**config.mk**
```make
export PLATFORM = sky130hd
export DESIGN_NAME = instr_fetch_unit_flat
export DESIGN_NICKNAME = d
export VERILOG_FILES = /design/src/rtl/instr_fetch_unit_if.sv /design/src/rtl/instr_fetch_unit.sv /design/src/flat_wrapper.sv
export SDC_FILE = /design/constraint.sdc
export NUM_CORES = 1
export LEC_CHECK = 0
export CORE_MARGIN = 2
export CORE_UTILIZATION = 46
export DETAILED_ROUTE_END_ITERATION = 16
export GPL_ROUTABILITY_DRIVEN = 1
export PLACE_DENSITY = 0.81
export SETUP_SLACK_MARGIN = 0.2
export SYNTH_ARGS = -nofsm -noshare
export SYNTH_HDL_FRONTEND = slang
export SYNTH_SLANG_ARGS = --single-unit
```
**constraint.sdc**
```tcl
create_clock -name clock -period 1.9 [get_ports clock]
set_input_delay 0.19 -clock clock [delete_from_list [all_inputs] [get_ports clock]]
set_output_delay 0.19 -clock clock [all_outputs]
set_load 0.02 [all_outputs]
```
**src/rtl/instr_fetch_unit_if.sv**
```systemverilog
// Controller/memory-facing bundle of the fetch stage.
// The master side is the controller plus instruction memory; the slave side is the fetch unit.
interface instr_fetch_unit_if;
   logic        fetchReq;
   logic        jumpEn;
   logic [15:0] jumpAddr;
   logic [7:0]  iData;
   logic        iRead;
   logic [15:0] iAddr;
   logic [15:0] IROut;
   logic [15:0] PCOut;
   logic        irValid;
   logic        busy;

   modport master (
      output fetchReq, jumpEn, jumpAddr, iData,
      input  iRead, iAddr, IROut, PCOut, irValid, busy
   );

   modport slave (
      input  fetchReq, jumpEn, jumpAddr, iData,
      output iRead, iAddr, IROut, PCOut, irValid, busy
   );
endinterface

```
**src/rtl/instr_fetch_unit.sv**
```systemverilog
// Fetch stage: reads a little-endian 16-bit instruction as two bytes at PC and PC+1,
// commits it atomically to IROut with a one-cycle irValid pulse, then advances PC by 2.
module instr_fetch_unit #(
   parameter logic [15:0] RESET_PC = 16'h0000
) (
   input  logic              clock,
   input  logic              nRst,
   instr_fetch_unit_if.slave bus,
   output logic [1:0]        dbgState
);

   // Request protocol: fetchReq/jumpEn are sampled only while busy=0 (IDLE); nothing is
   // queued while busy=1, and completion is the single irValid cycle after busy falls.
   typedef enum logic [1:0] {IDLE = 2'd0, RDL = 2'd1, RDH = 2'd2, CAPH = 2'd3} state_t;

   state_t      state;
   state_t      state_nxt;
   logic [15:0] pc;
   logic [15:0] ir;
   logic [7:0]  stage;
   logic        ir_valid;
   logic        rd;
   logic [15:0] addr;

   always_ff @(posedge clock or negedge nRst) begin
      if (!nRst) begin
         state <= IDLE;
      end else begin
         state <= state_nxt;
      end
   end

   always_comb begin
      state_nxt = state;
      case (state)
         IDLE: if (bus.fetchReq) state_nxt = RDL;
         RDL:  state_nxt = RDH;
         RDH:  state_nxt = CAPH;
         CAPH: state_nxt = IDLE;
         default: state_nxt = IDLE;
      endcase
   end

   always_comb begin
      rd   = 1'b0;
      addr = pc;
      case (state)
         RDL: rd = 1'b1;
         RDH: begin
            rd   = 1'b1;
            addr = pc + 16'd1;
         end
         default: begin
            rd   = 1'b0;
            addr = pc;
         end
      endcase
   end

   // A jump in IDLE lands in pc before RDL, so a simultaneous fetch reads from the target.
   always_ff @(posedge clock or negedge nRst) begin
      if (!nRst) begin
         pc       <= RESET_PC;
         ir       <= 16'h0000;
         stage    <= 8'h00;
         ir_valid <= 1'b0;
      end else begin
         ir_valid <= (state == CAPH);
         case (state)
            IDLE: if (bus.jumpEn) pc <= bus.jumpAddr;
            RDH:  stage <= bus.iData;
            CAPH: begin
               ir <= {bus.iData, stage};
               pc <= pc + 16'd2;
            end
            default: ;
         endcase
      end
   end

   assign bus.iRead   = rd;
   assign bus.iAddr   = addr;
   assign bus.IROut   = ir;
   assign bus.PCOut   = pc;
   assign bus.irValid = ir_valid;
   assign bus.busy    = (state != IDLE);
   assign dbgState    = state;

endmodule
```
**src/flat_wrapper.sv**
```systemverilog
// flat-port wrapper written by rule: the top's interface ports become plain ports
module instr_fetch_unit_flat 
#(
   parameter logic [15:0] RESET_PC = 16'h0000
)
  (clock, nRst, dbgState, bus_fetchReq, bus_jumpEn, bus_jumpAddr, bus_iData, bus_iRead, bus_iAddr, bus_IROut, bus_PCOut, bus_irValid, bus_busy);
  instr_fetch_unit_if bus_i ();
  input  logic clock;
  input  logic nRst;
  output logic [1:0] dbgState;
  input wire logic [$bits(bus_i.fetchReq)-1:0] bus_fetchReq;
  input wire logic [$bits(bus_i.jumpEn)-1:0] bus_jumpEn;
  input wire logic [$bits(bus_i.jumpAddr)-1:0] bus_jumpAddr;
  input wire logic [$bits(bus_i.iData)-1:0] bus_iData;
  output wire logic [$bits(bus_i.iRead)-1:0] bus_iRead;
  output wire logic [$bits(bus_i.iAddr)-1:0] bus_iAddr;
  output wire logic [$bits(bus_i.IROut)-1:0] bus_IROut;
  output wire logic [$bits(bus_i.PCOut)-1:0] bus_PCOut;
  output wire logic [$bits(bus_i.irValid)-1:0] bus_irValid;
  output wire logic [$bits(bus_i.busy)-1:0] bus_busy;
  assign bus_i.fetchReq = bus_fetchReq;
  assign bus_i.jumpEn = bus_jumpEn;
  assign bus_i.jumpAddr = bus_jumpAddr;
  assign bus_i.iData = bus_iData;
  assign bus_iRead = bus_i.iRead;
  assign bus_iAddr = bus_i.iAddr;
  assign bus_IROut = bus_i.IROut;
  assign bus_PCOut = bus_i.PCOut;
  assign bus_irValid = bus_i.irValid;
  assign bus_busy = bus_i.busy;
  instr_fetch_unit #(.RESET_PC(RESET_PC)) u_core (.clock(clock), .nRst(nRst), .bus(bus_i), .dbgState(dbgState));
endmodule
```
Run 1, selected gate families:
(4 px per µm)
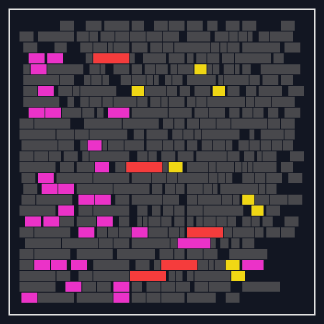
color	family	cells
red	fa/ha/maj cells	5
magenta	mux cells	29
yellow	non-inverting ao/oa cells	8
Comb area share: 38.00%
Post-Layout Cell Count: 438
highest-count logic cell in the final layout: buf_4

Run 1, wiring by layer:
(4 px per µm)
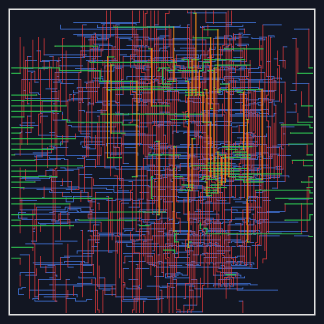
color	layer	wire length
orange	M4	443 µm
blue	M1	3290 µm
green	M3	792 µm
red	M2	4570 µm
total number of vias: 2668
WL final: 9.097 mm
total track usage: 27.00%

Run 1, sequential cells colored by netlist name:
(4 px per µm)
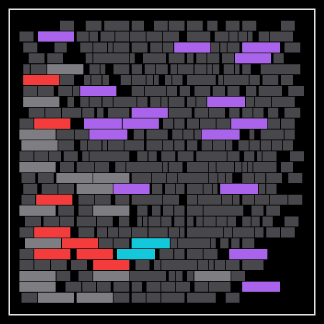
color	name in the netlist	flops
cyan	u_core.dbgState	2
purple	u_core.bus.PCOut	16
red	u_core.stage	8
P_seq: 0.00177 W
Reg area: 1089 µm²

Run 1, nets reached from selected ports:
(6 px per µm)
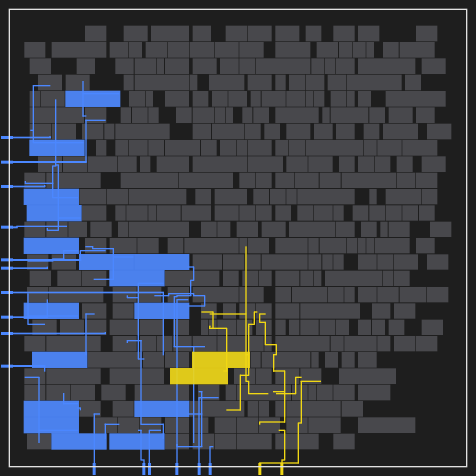
color	port	bits	direction	edge	end cells	buffers	wire
yellow	dbgState	2	output	south	2	4	140 µm
blue	bus_IROut	16	output	10 west, 6 south	16	16	469 µm
number of I/O pins: 81
count of input and output buffers: 80

==> summary.txt, run 1 <==
flow finished, numbers: Critical Path End=bus_iAddr[12], status=finished with violations, setup ws final=-229.4 ps, Syn Area/Cell=10.32 µm², Post-CTS Setup Repair Bufs=6, Hold Worst Slack=298.5 ps, Dominant cell area share=between 40% and 50%, worst slack, placed=-277.4 ps, failing checks=setup timing, Via-to-Cell Ratio=6.091, global-route wire length before repair=12.43 mm, Synth Register Bits=43, R2R Path End=u_core.bus.PCOut[11], Combinational Power=0.00608 W, routed wl met2=4.571 mm, switch share=45.53%, final hold violations=0, Setup Crit Path Kind=reg -> out, Yosys chip area=2385 µm², VDD IR-drop max=1273 µV, Post-Synth Adder-Cell Area=about 2.6%, crit-path most repeated cell=buf_6, critical path's top delay family=buffers and inverters, Syn-to-layout area delta=79.75%, worst reg2reg setup slack=roughly 10 ps, #MultiIn Comb=164, Clock Sinks=43, initial drt markers=between 150 and 200, clk_lat worst skew=around 300 ps, met3 routed WL=between 700 and 800 µm, Data arrival, critical path=approximately 1900 ps, Post-synth top flop=dfrtp_1, Max-area cell class=combinational gates, dominant logic cell types in the final layout=buf_4 (61), clkdlybuf4s50_1 (53), dfrtp_1 (33), mux2_2 (24), buf_6 (20), Max-Cap Viols=0, met1 WL=3.290 mm, Filler cells=247, final setup fails=13, flip-flops with a built-in enable=0, RSZ-0062 raised after global routing=true, Antenna Cells=0, Log Warnings=31, H-tree levels=2, GRT Residual Overflow=0, Post-Syn Area=approximately 2400 µm², Yosys warnings=0, vias in the first global route=roughly 2500, PwrDens=1978 nW/µm², Async SR Flop Fraction=100.0%, buffer share of cell area=31.96%, Critical path origin=u_core.dbgState[0], Worst path depth=8, Pint=0.004619 W, sequential share of cell area=between 20 and 30%, DRT Pass-1 Iters=5
Run 1, clock wiring as the flow saved it:
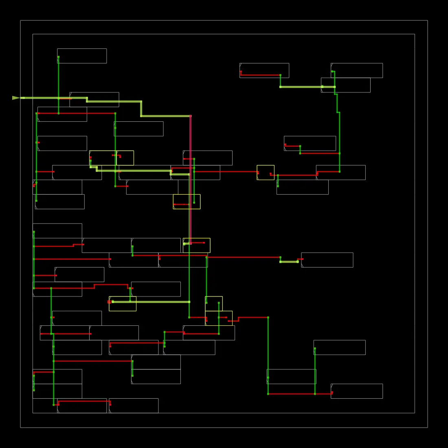

--- run 2 (diff from run 1) ---
TNS_END_PERCENT = 1   (was unset)
Run 2, clock wiring as the flow saved it:
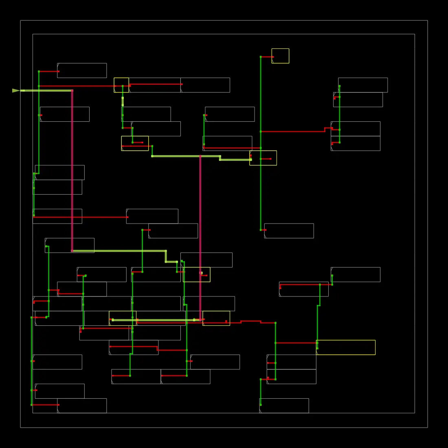
Clock Sinks: 43
Worst Skew: 10.54 ps

Run 2, sequential cells colored by netlist name:
(4 px per µm)
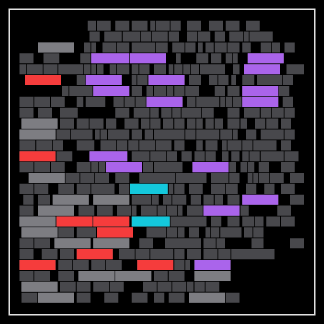
sequential share of cell area: 27.40%
fin util: 78.24%

==> run 2 against run 1 <==
  * The run still ends with setup timing left
  * Total power is 9.6% lower
  * Area after synthesis stayed put
  * Setup slack worse by 7.2 ps
  * Core utilization is 6.8 points lower
  * Maximum frequency is 0.34% lower
  * Count of clock-buffer cells in the layout stayed put
  * Critical path type unchanged
  * Die area stayed put
  * Synthesized cell count stayed put
  * Clock power is 16% higher
  * Routed wire length is 20% lower
  * Critical path depth is 1 lower
  * Clock skew is 5.8 ps lower
==> summary.txt, run 2 <==
flow finished, numbers: H-tree levels=2 (unchanged), Yosys warnings=0 (unchanged), Data arrival, critical path=1950 ps (about the same), Non-clk bufs=131, WL final=7.242 mm (-20%), post-synthesis sequential area ratio=a little under half, count of input and output buffers=80 (unchanged), buffer share of cell area=29.91% (-2.1 points), Dominant cell area share=45.12% (unchanged), met3 routed WL=540 µm (-32%), Log Warnings=31 (unchanged), PwrDens=1942 nW/µm² (-1.8%), Setup Crit Path Kind=reg -> out, Max-Cap Viols=0 (unchanged), Post-Syn Area=2385 µm² (unchanged), M1 GR Usage=29.90%, vias in the first global route=2365 (-6.0%), # DRC=0, total number of vias=2347 (-12%), met1 WL=2.855 mm (-13%), RSZ-0062 raised after global routing=true, Worst path depth=7 (-1), R2R Path End=u_core.bus.PCOut[12], Post-synth top flop=dfrtp_1, detailed placement HPWL=4.929 mm, Post-Synth Adder-Cell Area=2.623% (unchanged), Antenna Cells=0 (unchanged), GRT Residual Overflow=0 (unchanged), global-route wire length before repair=11.21 mm (-9.9%), Critical Path End=bus_iAddr[10], crit-path most repeated cell=buf_4, setup ws final=-236.6 ps (-7.214 ps), Gate Area=1460 µm², Final Slew Violations=0, final hold violations=0 (unchanged), Synth top cells by count=dfrtp_1 (43), mux2_2 (26), a21oi_1 (15), Pint=0.004298 W (-6.9%), DRT Pass-1 Iters=4 (-1), Bufs and invs on worst path=2, routed wl met2=3.720 mm (-19%), dominant logic cell types in the final layout=buf_4 (61), clkdlybuf4s50_1 (55), dfrtp_1 (39), mux2_2 (24), a21oi_1 (12), register share of total power=22.1%, Layout Nets=382, failing checks=setup timing, critical path's top delay family=simple AND/OR/NAND/NOR gates, Max-area cell class=combinational gates, Synth Register Bits=43 (unchanged), Yosys chip area=2385 µm² (unchanged), final setup fails=8 (-5), Post-CTS Setup Repair Bufs=2 (-4), flip-flops with a built-in enable=0 (unchanged), VDD IR-drop max=1214 µV (-4.6%), clk_lat worst skew=300 ps (about the same), Post-Layout Cell Count=420 (-4.1%), Syn-to-layout area delta=65.42%, initial drt markers=108 (-38%), total track usage=24.15% (-2.9 points), Via-to-Cell Ratio=5.588 (-8.3%), switch share=43.90% (-1.6 points), worst reg2reg setup slack=190 ps (+180 ps), Yosys cell types=42, Syn Area/Cell=10.32 µm² (unchanged), Comb area share=37.01% (-0.99 points), placed cell count=roughly 410, Filler cells=304 (+23%), Placer Congestion=around 0.90, highest-count logic cell in the final layout=buf_4, status=finished with violations, share of cells above drive strength 1=42.29%, CTS hold repair buffers=1, #MultiIn Comb=164 (unchanged), worst slack, placed=-353.3 ps (-75.94 ps), leakage power=1.665 nW, number of I/O pins=81 (unchanged), Reg area=1081 µm² (-0.69%), P_seq=0.00169 W (-5%), Async SR Flop Fraction=100.0% (unchanged), Combinational Power=0.00523 W (-14%), Hold Worst Slack=482.2 ps (+183.6 ps), Critical path origin=u_core.bus.PCOut[1]
No activity file was given, so power comes from the tool's default toggle rates.
